### The metal 2 layer

(3 px per micron)
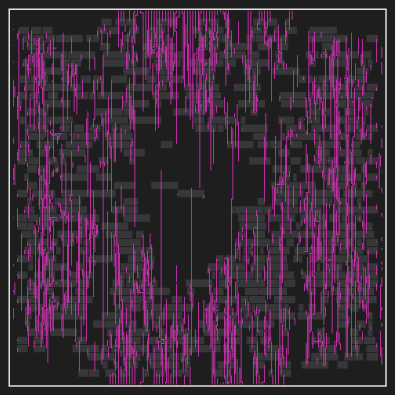
### Clock nets

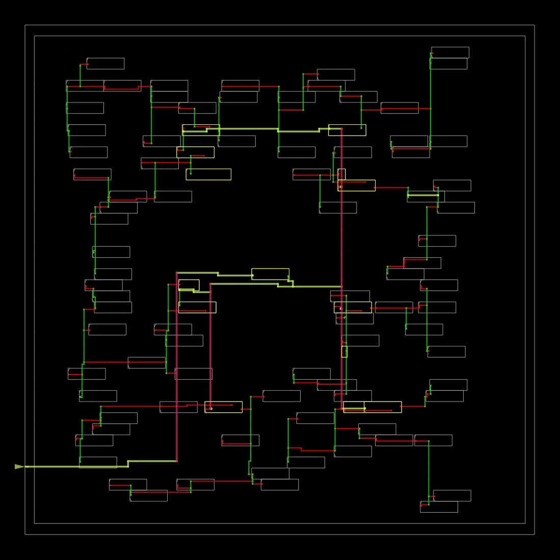
### Placement by cell class

(3 px per micron) Fill, decap, tap and diode cells in grey.
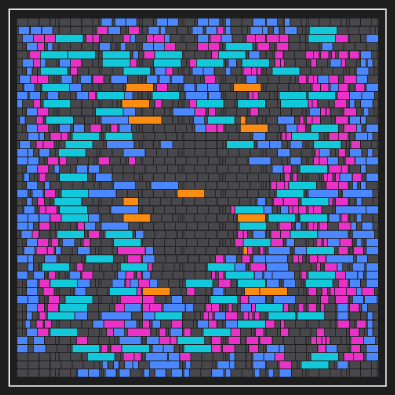
### I/O pins on the die edge

(2 px per micron) Pins as bars across the die edge, other pins in grey.
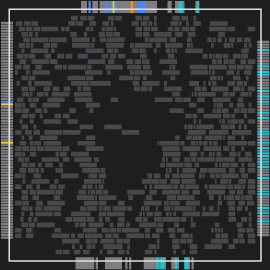
### Routed clock nets over the placement

(4 px per micron)
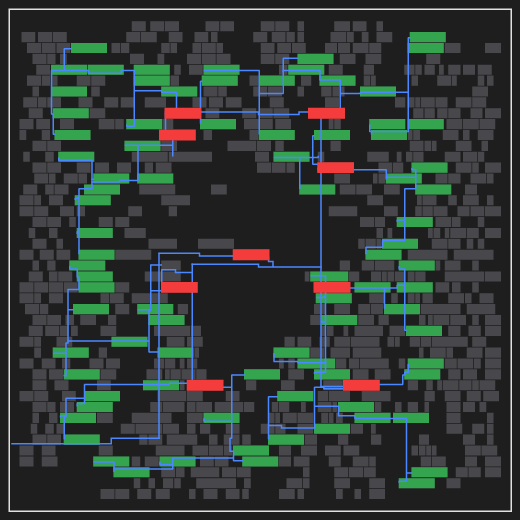
<file path="src/rtl/dmem_arb_pkg.sv">
// Shared types and constants for the data-memory arbiter.
// Holds the access bundle, port ids and RISC-V func3 codes.
package dmem_arb_pkg;

  localparam int DMEM_AW = 9;
  localparam int DMEM_DW = 32;

  typedef enum logic {
    PORT_PIPE = 1'b0,
    PORT_AUX  = 1'b1
  } port_e;

  typedef struct packed {
    logic               we;
    logic [DMEM_AW-1:0] addr;
    logic [DMEM_DW-1:0] wdata;
    logic [2:0]         func3;
  } mem_req_t;

  localparam logic [2:0] F3_B  = 3'b000;
  localparam logic [2:0] F3_H  = 3'b001;
  localparam logic [2:0] F3_W  = 3'b010;
  localparam logic [2:0] F3_BU = 3'b100;
  localparam logic [2:0] F3_HU = 3'b101;

  function automatic int burst_w(input int max_burst);
    return $clog2(max_burst + 1);
  endfunction

endpackage

</file>
<file path="src/rtl/dmem_arbiter_if.sv">
// Bus bundle between two requesters, the arbiter and datamemory.
// slave: arbiter side; master: requesters plus memory side.
interface dmem_arbiter_if #(
  parameter int DM_ADDRESS = 9,
  parameter int DATA_W     = 32
);

  logic                  req0;
  logic                  req1;
  logic                  we0;
  logic                  we1;
  logic [DM_ADDRESS-1:0] addr0;
  logic [DM_ADDRESS-1:0] addr1;
  logic [DATA_W-1:0]     wdata0;
  logic [DATA_W-1:0]     wdata1;
  logic [2:0]            func3_0;
  logic [2:0]            func3_1;
  logic                  gnt0;
  logic                  gnt1;
  logic                  rvalid0;
  logic                  rvalid1;
  logic [DATA_W-1:0]     rdata0;
  logic [DATA_W-1:0]     rdata1;
  logic                  stall0;
  logic                  mem_read;
  logic                  mem_write;
  logic [DM_ADDRESS-1:0] mem_a;
  logic [DATA_W-1:0]     mem_wd;
  logic [2:0]            mem_func3;
  logic [DATA_W-1:0]     mem_rd;

  modport slave (
    input  req0, req1, we0, we1,
    input  addr0, addr1, wdata0, wdata1,
    input  func3_0, func3_1, mem_rd,
    output gnt0, gnt1, rvalid0, rvalid1,
    output rdata0, rdata1, stall0,
    output mem_read, mem_write, mem_a,
    output mem_wd, mem_func3
  );

  modport master (
    output req0, req1, we0, we1,
    output addr0, addr1, wdata0, wdata1,
    output func3_0, func3_1, mem_rd,
    input  gnt0, gnt1, rvalid0, rvalid1,
    input  rdata0, rdata1, stall0,
    input  mem_read, mem_write, mem_a,
    input  mem_wd, mem_func3
  );

endinterface

</file>
<file path="src/rtl/dmem_arb_pick.sv">
// Combinational winner selection for the two memory ports.
// DMEM_ARB_RR_EN: round-robin via last_port, else burst-limited priority.
import dmem_arb_pkg::*;

module dmem_arb_pick #(
  parameter int MAX_BURST = 4,
  parameter int BW        = 3
) (
  input  logic          req0,
  input  logic          req1,
`ifdef DMEM_ARB_RR_EN
  input  port_e         last_port,
`else
  input  logic [BW-1:0] burst_cnt,
`endif
  output logic          gnt0,
  output logic          gnt1,
  output port_e         winner
);

  port_e tie;

`ifdef DMEM_ARB_RR_EN
  // Whoever went last yields the next tie.
  assign tie = (last_port == PORT_AUX)
             ? PORT_PIPE : PORT_AUX;
`else
  // Port 1 only wins a tie once port 0 used its burst.
  assign tie = (burst_cnt == BW'(MAX_BURST))
             ? PORT_AUX : PORT_PIPE;
`endif

  always_comb begin
    winner = PORT_PIPE;
    gnt0   = 1'b0;
    gnt1   = 1'b0;
    unique case (1'b1)
      (req0 && req1): winner = tie;
      (req0 && !req1): winner = PORT_PIPE;
      (!req0 && req1): winner = PORT_AUX;
      default: winner = PORT_PIPE;
    endcase
    gnt0 = (req0 || req1) && (winner == PORT_PIPE);
    gnt1 = (req0 || req1) && (winner == PORT_AUX);
  end

endmodule

</file>
<file path="src/rtl/dmem_arbiter.sv">
// Shares one datamemory between the MEM stage (port 0) and an aux port.
// ARB -> ACC -> RSP pipeline; bus: dmem_arbiter_if.slave; DMEM_ARB_RR_EN.
import dmem_arb_pkg::*;

module dmem_arbiter #(
  parameter int DM_ADDRESS = 9,
  parameter int DATA_W     = 32,
  parameter int MAX_BURST  = 4
) (
  input  logic           clk,
  input  logic           rst_n,
  dmem_arbiter_if.slave  bus
);

  localparam int BW = burst_w(MAX_BURST);

  port_e                 winner;
  logic                  any_req;
  logic                  sel_we;
  logic [DM_ADDRESS-1:0] sel_addr;
  logic [DATA_W-1:0]     sel_wdata;
  logic [2:0]            sel_func3;

  logic                  acc_valid;
  port_e                 acc_port;
  mem_req_t              acc_req;

  logic                  rsp_valid;
  port_e                 rsp_port;
  logic [DATA_W-1:0]     rsp_data;

  assign any_req = bus.req0 || bus.req1;

`ifdef DMEM_ARB_RR_EN
  port_e last_port;

  dmem_arb_pick #(
    .MAX_BURST (MAX_BURST),
    .BW        (BW)
  ) u_pick (
    .req0      (bus.req0),
    .req1      (bus.req1),
    .last_port (last_port),
    .gnt0      (bus.gnt0),
    .gnt1      (bus.gnt1),
    .winner    (winner)
  );

  // Reset to AUX so the very first tie goes to the pipeline.
  always_ff @(posedge clk or negedge rst_n) begin
    if (!rst_n) begin
      last_port <= PORT_AUX;
    end else if (any_req) begin
      last_port <= winner;
    end
  end
`else
  logic [BW-1:0] burst_cnt;

  dmem_arb_pick #(
    .MAX_BURST (MAX_BURST),
    .BW        (BW)
  ) u_pick (
    .req0      (bus.req0),
    .req1      (bus.req1),
    .burst_cnt (burst_cnt),
    .gnt0      (bus.gnt0),
    .gnt1      (bus.gnt1),
    .winner    (winner)
  );

  // Counts port-0 wins only while port 1 is kept waiting.
  always_ff @(posedge clk or negedge rst_n) begin
    if (!rst_n) begin
      burst_cnt <= '0;
    end else if (!bus.req1 || bus.gnt1) begin
      burst_cnt <= '0;
    end else if (bus.gnt0 &&
                 burst_cnt != BW'(MAX_BURST)) begin
      burst_cnt <= burst_cnt + BW'(1);
    end
  end
`endif

  always_comb begin
    sel_we    = bus.we0;
    sel_addr  = bus.addr0;
    sel_wdata = bus.wdata0;
    sel_func3 = bus.func3_0;
    if (winner == PORT_AUX) begin
      sel_we    = bus.we1;
      sel_addr  = bus.addr1;
      sel_wdata = bus.wdata1;
      sel_func3 = bus.func3_1;
    end
  end

  // ACC: acc_req is left alone when idle so mem_a/wd/func3 hold.
  always_ff @(posedge clk or negedge rst_n) begin
    if (!rst_n) begin
      acc_valid <= 1'b0;
      acc_port  <= PORT_PIPE;
      acc_req   <= '0;
    end else begin
      acc_valid <= any_req;
      if (any_req) begin
        acc_port <= winner;
        acc_req  <= '{we:    sel_we,
                      addr:  sel_addr,
                      wdata: sel_wdata,
                      func3: sel_func3};
      end
    end
  end

  assign bus.mem_read  = acc_valid && !acc_req.we;
  assign bus.mem_write = acc_valid && acc_req.we;
  assign bus.mem_a     = acc_req.addr;
  assign bus.mem_wd    = acc_req.wdata;
  assign bus.mem_func3 = acc_req.func3;

  // RSP: stores complete with zero data.
  always_ff @(posedge clk or negedge rst_n) begin
    if (!rst_n) begin
      rsp_valid <= 1'b0;
      rsp_port  <= PORT_PIPE;
      rsp_data  <= '0;
    end else begin
      rsp_valid <= acc_valid;
      if (acc_valid) begin
        rsp_port <= acc_port;
        rsp_data <= acc_req.we ? '0 : bus.mem_rd;
      end
    end
  end

  assign bus.rvalid0 = rsp_valid && (rsp_port == PORT_PIPE);
  assign bus.rvalid1 = rsp_valid && (rsp_port == PORT_AUX);
  assign bus.rdata0  = bus.rvalid0 ? rsp_data : '0;
  assign bus.rdata1  = bus.rvalid1 ? rsp_data : '0;
  assign bus.stall0  = bus.req0 && !bus.gnt0;

endmodule

</file>
<file path="src/flat_wrapper.sv">
// flat-port wrapper written by rule: the top's interface ports become plain ports
module dmem_arbiter_flat 
#(
  parameter int DM_ADDRESS = 9,
  parameter int DATA_W     = 32,
  parameter int MAX_BURST  = 4
)
  (clk, rst_n, bus_req0, bus_req1, bus_we0, bus_we1, bus_addr0, bus_addr1, bus_wdata0, bus_wdata1, bus_func3_0, bus_func3_1, bus_mem_rd, bus_gnt0, bus_gnt1, bus_rvalid0, bus_rvalid1, bus_rdata0, bus_rdata1, bus_stall0, bus_mem_read, bus_mem_write, bus_mem_a, bus_mem_wd, bus_mem_func3);
  dmem_arbiter_if #(.DM_ADDRESS(DM_ADDRESS), .DATA_W(DATA_W)) bus_i ();
  input  logic clk;
  input  logic rst_n;
  input wire logic [$bits(bus_i.req0)-1:0] bus_req0;
  input wire logic [$bits(bus_i.req1)-1:0] bus_req1;
  input wire logic [$bits(bus_i.we0)-1:0] bus_we0;
  input wire logic [$bits(bus_i.we1)-1:0] bus_we1;
  input wire logic [$bits(bus_i.addr0)-1:0] bus_addr0;
  input wire logic [$bits(bus_i.addr1)-1:0] bus_addr1;
  input wire logic [$bits(bus_i.wdata0)-1:0] bus_wdata0;
  input wire logic [$bits(bus_i.wdata1)-1:0] bus_wdata1;
  input wire logic [$bits(bus_i.func3_0)-1:0] bus_func3_0;
  input wire logic [$bits(bus_i.func3_1)-1:0] bus_func3_1;
  input wire logic [$bits(bus_i.mem_rd)-1:0] bus_mem_rd;
  output wire logic [$bits(bus_i.gnt0)-1:0] bus_gnt0;
  output wire logic [$bits(bus_i.gnt1)-1:0] bus_gnt1;
  output wire logic [$bits(bus_i.rvalid0)-1:0] bus_rvalid0;
  output wire logic [$bits(bus_i.rvalid1)-1:0] bus_rvalid1;
  output wire logic [$bits(bus_i.rdata0)-1:0] bus_rdata0;
  output wire logic [$bits(bus_i.rdata1)-1:0] bus_rdata1;
  output wire logic [$bits(bus_i.stall0)-1:0] bus_stall0;
  output wire logic [$bits(bus_i.mem_read)-1:0] bus_mem_read;
  output wire logic [$bits(bus_i.mem_write)-1:0] bus_mem_write;
  output wire logic [$bits(bus_i.mem_a)-1:0] bus_mem_a;
  output wire logic [$bits(bus_i.mem_wd)-1:0] bus_mem_wd;
  output wire logic [$bits(bus_i.mem_func3)-1:0] bus_mem_func3;
  assign bus_i.req0 = bus_req0;
  assign bus_i.req1 = bus_req1;
  assign bus_i.we0 = bus_we0;
  assign bus_i.we1 = bus_we1;
  assign bus_i.addr0 = bus_addr0;
  assign bus_i.addr1 = bus_addr1;
  assign bus_i.wdata0 = bus_wdata0;
  assign bus_i.wdata1 = bus_wdata1;
  assign bus_i.func3_0 = bus_func3_0;
  assign bus_i.func3_1 = bus_func3_1;
  assign bus_i.mem_rd = bus_mem_rd;
  assign bus_gnt0 = bus_i.gnt0;
  assign bus_gnt1 = bus_i.gnt1;
  assign bus_rvalid0 = bus_i.rvalid0;
  assign bus_rvalid1 = bus_i.rvalid1;
  assign bus_rdata0 = bus_i.rdata0;
  assign bus_rdata1 = bus_i.rdata1;
  assign bus_stall0 = bus_i.stall0;
  assign bus_mem_read = bus_i.mem_read;
  assign bus_mem_write = bus_i.mem_write;
  assign bus_mem_a = bus_i.mem_a;
  assign bus_mem_wd = bus_i.mem_wd;
  assign bus_mem_func3 = bus_i.mem_func3;
  dmem_arbiter #(.DM_ADDRESS(DM_ADDRESS), .DATA_W(DATA_W), .MAX_BURST(MAX_BURST)) u_core (.clk(clk), .rst_n(rst_n), .bus(bus_i));
endmodule
</file>
<file path="config.mk">
export PLATFORM = sky130hd
export DESIGN_NAME = dmem_arbiter_flat
export DESIGN_NICKNAME = d
export VERILOG_FILES = /design/src/rtl/dmem_arb_pkg.sv /design/src/rtl/dmem_arbiter_if.sv /design/src/rtl/dmem_arb_pick.sv /design/src/rtl/dmem_arbiter.sv /design/src/flat_wrapper.sv
export SDC_FILE = /design/constraint.sdc
export NUM_CORES = 1
export LEC_CHECK = 0
export ABC_AREA = 0
export CAP_MARGIN = 20
export CORE_MARGIN = 2
export CORE_UTILIZATION = 30
export DETAILED_ROUTE_END_ITERATION = 16
export GPL_ROUTABILITY_DRIVEN = 1
export PLACE_DENSITY = 0.63
export SETUP_SLACK_MARGIN = 0.5
export SLEW_MARGIN = 20
export SYNTH_ARGS = -nofsm -noshare
export SYNTH_HDL_FRONTEND = slang
export SYNTH_SLANG_ARGS = --single-unit
</file>
<file path="constraint.sdc">
create_clock -name clk -period 2.1 [get_ports clk]
set_clock_uncertainty 0.2 [all_clocks]
set_input_delay 0.63 -clock clk [delete_from_list [all_inputs] [get_ports clk]]
set_output_delay 0.63 -clock clk [all_outputs]
set_load 0.01 [all_outputs]
</file>
==> CHANGELOG.md <==
### Changed

* Total gr overflow at 0
* CP startpoint: u_core.rsp_valid
* Final setup viols at between 60 and 70
* Tool warnings at 30
* Top cell area share at 0.478
* Most common cell in the netlist: dfrtp_1
* Post-Route WL at 15800 microns
* WP data arrival at 1.45 ns
* Gpl congestion at about 0.76
* Synth-to-Final Area Change at 78.5%
* Bufs on Longest Clock Path at 2
* Hpwl dp at ~9500 microns
* Row cnt at approximately 44
* Worst R2R Start: u_core.burst_cnt[1]
* Cells after DPL at ~800
* Hold Path Class: flip-flop to flip-flop
* Synth cell count leaders: 84 x dfrtp_1, 77 x and2_1, 45 x a221o_1, 45 x buf_4, 35 x inv_1
* Final slew viol count at 0
* Number of diodes at 0
* Violated checks: negative setup slack
* Final instance area at 7850 sq um
* Max cap viols at 0
* Hold Vio Cnt, Final at 0
* Power Density at 632 nW/um^2
* Cell Area, Synth at about 4400 sq um
* Vias per inst at about 4.8
* Critical Path End Type: output port
* Slew of the pin with the lowest slew margin at 0.401 ns
* RSZ-0062 raised after global routing: yes
* Clock-pin slew on the worst setup and hold paths at approximately 0.070 ns
* Die H at 125 microns
* DRT antenna net count at 0
* Tot GR Track Use at 0.175
* Worst setup SP type: flip-flop
* Mean Syn Cell Area at 10.2 sq um
* Final setup margin at -0.181 ns
* DRC at 0
* Wirelength per Cell at 18.5 microns
* Layout cells sized above 1 at 0.400
* IO Pins at roughly 240
* Via count at ~4100
* First-pass GRT wire length at between 20000 and 25000 microns
* DRC marker count from the first detailed-route iteration at ~140
* WS Path Type: flip-flop to output port
* Non-filler cells, final at 856
* Number of distinct library cells after synthesis at 26
* Vias in the first global route at just over 4000
* Core area at about 14000 sq um
* Tcrit/Tclk final at 1.09
* TritonCTS clock tree: built
* Worst Setup EP: bus_rdata0[2]
* Reg2reg setup slack at ~0.29 ns
* Mapped Nets at 561
* Synth warn at 0
* Placed instance area at between 7000 and 8000 sq um
* Die W at roughly 130 microns
* R2R depth at 7
* Max_slew headroom at 0.733
* Fmax at 438 MHz
* Nets at ~800
* Ys flops at approximately 84
* Outcome: complete, but fails checks
Notes on 'The metal 2 layer' above:
longest straight run: 81.6 microns
main direction: vertical
nets with wire on the layer: 690
wire length on this layer: 7680 microns
share of all routed wire: 49%

Notes on 'Clock nets' above:
CLK BUF: 12
CTS buffer count: 9
Clk. pwr: 1.58 mW
flop count: 84

Notes on 'Placement by cell class' above:
[flip-flops] cyan | cells: 84
[clock drivers and dummy loads] orange | cells: 14
[other buffers and delay cells] blue | cells: 301
[all other logic] magenta | cells: 273

Notes on 'I/O pins on the die edge' above:
[bus_addr1] blue | pins: 9 | direction: input | edge: 8 top, 1 left
[bus_we1] orange | pins: 1 | direction: input | edge: top
[bus_rdata1] cyan | pins: 32 | direction: output | edge: 23 right, 6 bottom, 3 top
[bus_func3_1] yellow | pins: 3 | direction: input | edge: 2 left, 1 top

Notes on 'Routed clock nets over the placement' above:
[clock wires] blue | length: 1130 microns
[flip-flops] green | count: 84
[cells driving clock nets] red | count: 9
flops lie: widely spread
clock share of power: 0.317
clk_lat worst skew: 0.34 ns

sequential cells by signal, summed over array words and instances (netlist names):
register	flops
u_core.bus.mem_wd	32
u_core.rsp_data	32
u_core.bus.mem_a	9
u_core.burst_cnt	3
u_core.bus.mem_func3	3
u_core.acc_port	1
u_core.acc_req	1
u_core.acc_valid	1
u_core.rsp_port	1
u_core.rsp_valid	1
per-stage QoR:
step | TNS (ns) | util | total power [mW] | hold slack (ns)
after detailed placement | -27.62 | 0.490 | 3.20 | 0.272
after floorplan | 0 | - | 2.56 | 0.134
after global routing | -11.67 | 0.544 | 5.20 | 0.317
final | -8.16 | 0.544 | 4.97 | 0.284
after global placement | -25.02 | 0.490 | 3.18 | 0.275
after CTS | -8.82 | 0.515 | 4.88 | 0.289
power by group:
group	internal, mW	leakage, nW	switching [mW]
logic	0.930	2.45	0.575
registers	1.77	1.04	0.112
clock network	0.971	0.145	0.604
total	3.67	3.64	1.29
kinds of logic (layout without fill, tap and decap cells):
family	count (synthesis)	in the layout	share of synthesized area
AND-OR/OR-AND	80	80	0.147
adder cells (fa/ha/maj)	2	2	0.00569
multiplexers	2	2	0.00483
buffers and inverters	112	351	0.141
AND/OR/NAND/NOR	153	153	0.224
flip-flops	84	84	0.478
layer usage:
| metal | track usage | vias up | part of all wire |
|---|---|---|---|
| met5 | 0 | - | 0 |
| li1 | - | 1927 | - |
| met2 | 0.299 | 206 | 0.49 |
| met1 | 0.212 | 1943 | 0.42 |
| met3 | 0.0565 | 16 | 0.082 |
| met4 | 0.0523 | 0 | 0.016 |
layout by cell type, fill, tap and decap left out, types with 3 or more instances in the layout:
master	n
and2_4	34
buf_4	18
nand3b_1	31
o21ai_1	9
a221o_1	45
and3_1	3
buf_6	65
clkbuf_16	16
o21ai_0	23
buf_2	63
and3_4	29
buf_12	14
buf_16	6
dfrtp_1	82
and2_1	43
inv_1	33
buf_8	5
clkdlybuf4s50_1	122
critical path, stage by stage, from the launching register on:
cell and delay (ns):
dfrtp_1 0.37, nor2b_4 0.13, buf_6 0.12, buf_12 0.12, buf_16 0.13, and2_4 0.14
buf_6 0.11
timing repair:
| item | 4_1_cts | 5_1_grt |
|---|---|---|
| setup endpoints to repair | 163 | 161 |
| resized | 527 | 49 |
| buffers inserted | 13 | 11 |
| cloned | 4 | 12 |
| hold endpoints to repair | 8 | 0 |
| pin swaps | 4 | 6 |
| hold buffers | 1 | 0 |
worst min-delay path by stage:
stage | from | endpoint | slack (ns) | cells after the start
3_3_place_gp | u_core.acc_port | u_core.acc_port | 0.27 | 1
2_1_floorplan | rst_n | u_core.acc_port | 0.13 | 0
4_1_cts | u_core.acc_port | u_core.acc_port | 0.29 | 1
6_report | u_core.acc_port | u_core.acc_port | 0.28 | 1
3_5_place_dp | u_core.acc_port | u_core.acc_port | 0.27 | 1
5_1_grt | u_core.acc_port | u_core.acc_port | 0.32 | 1
cell type report:
type	count	area (sq um)	share of cell area
timing repair buffer	301	3110	0.396
sequential	84	2100	0.268
tap	184	230	0.0293
clock buffer	12	256	0.0327
multi-input combinational	237	1980	0.252
clock inverter	2	35.0	0.00446
inverter	36	138	0.0175
Power and IR drop assume default switching activity.
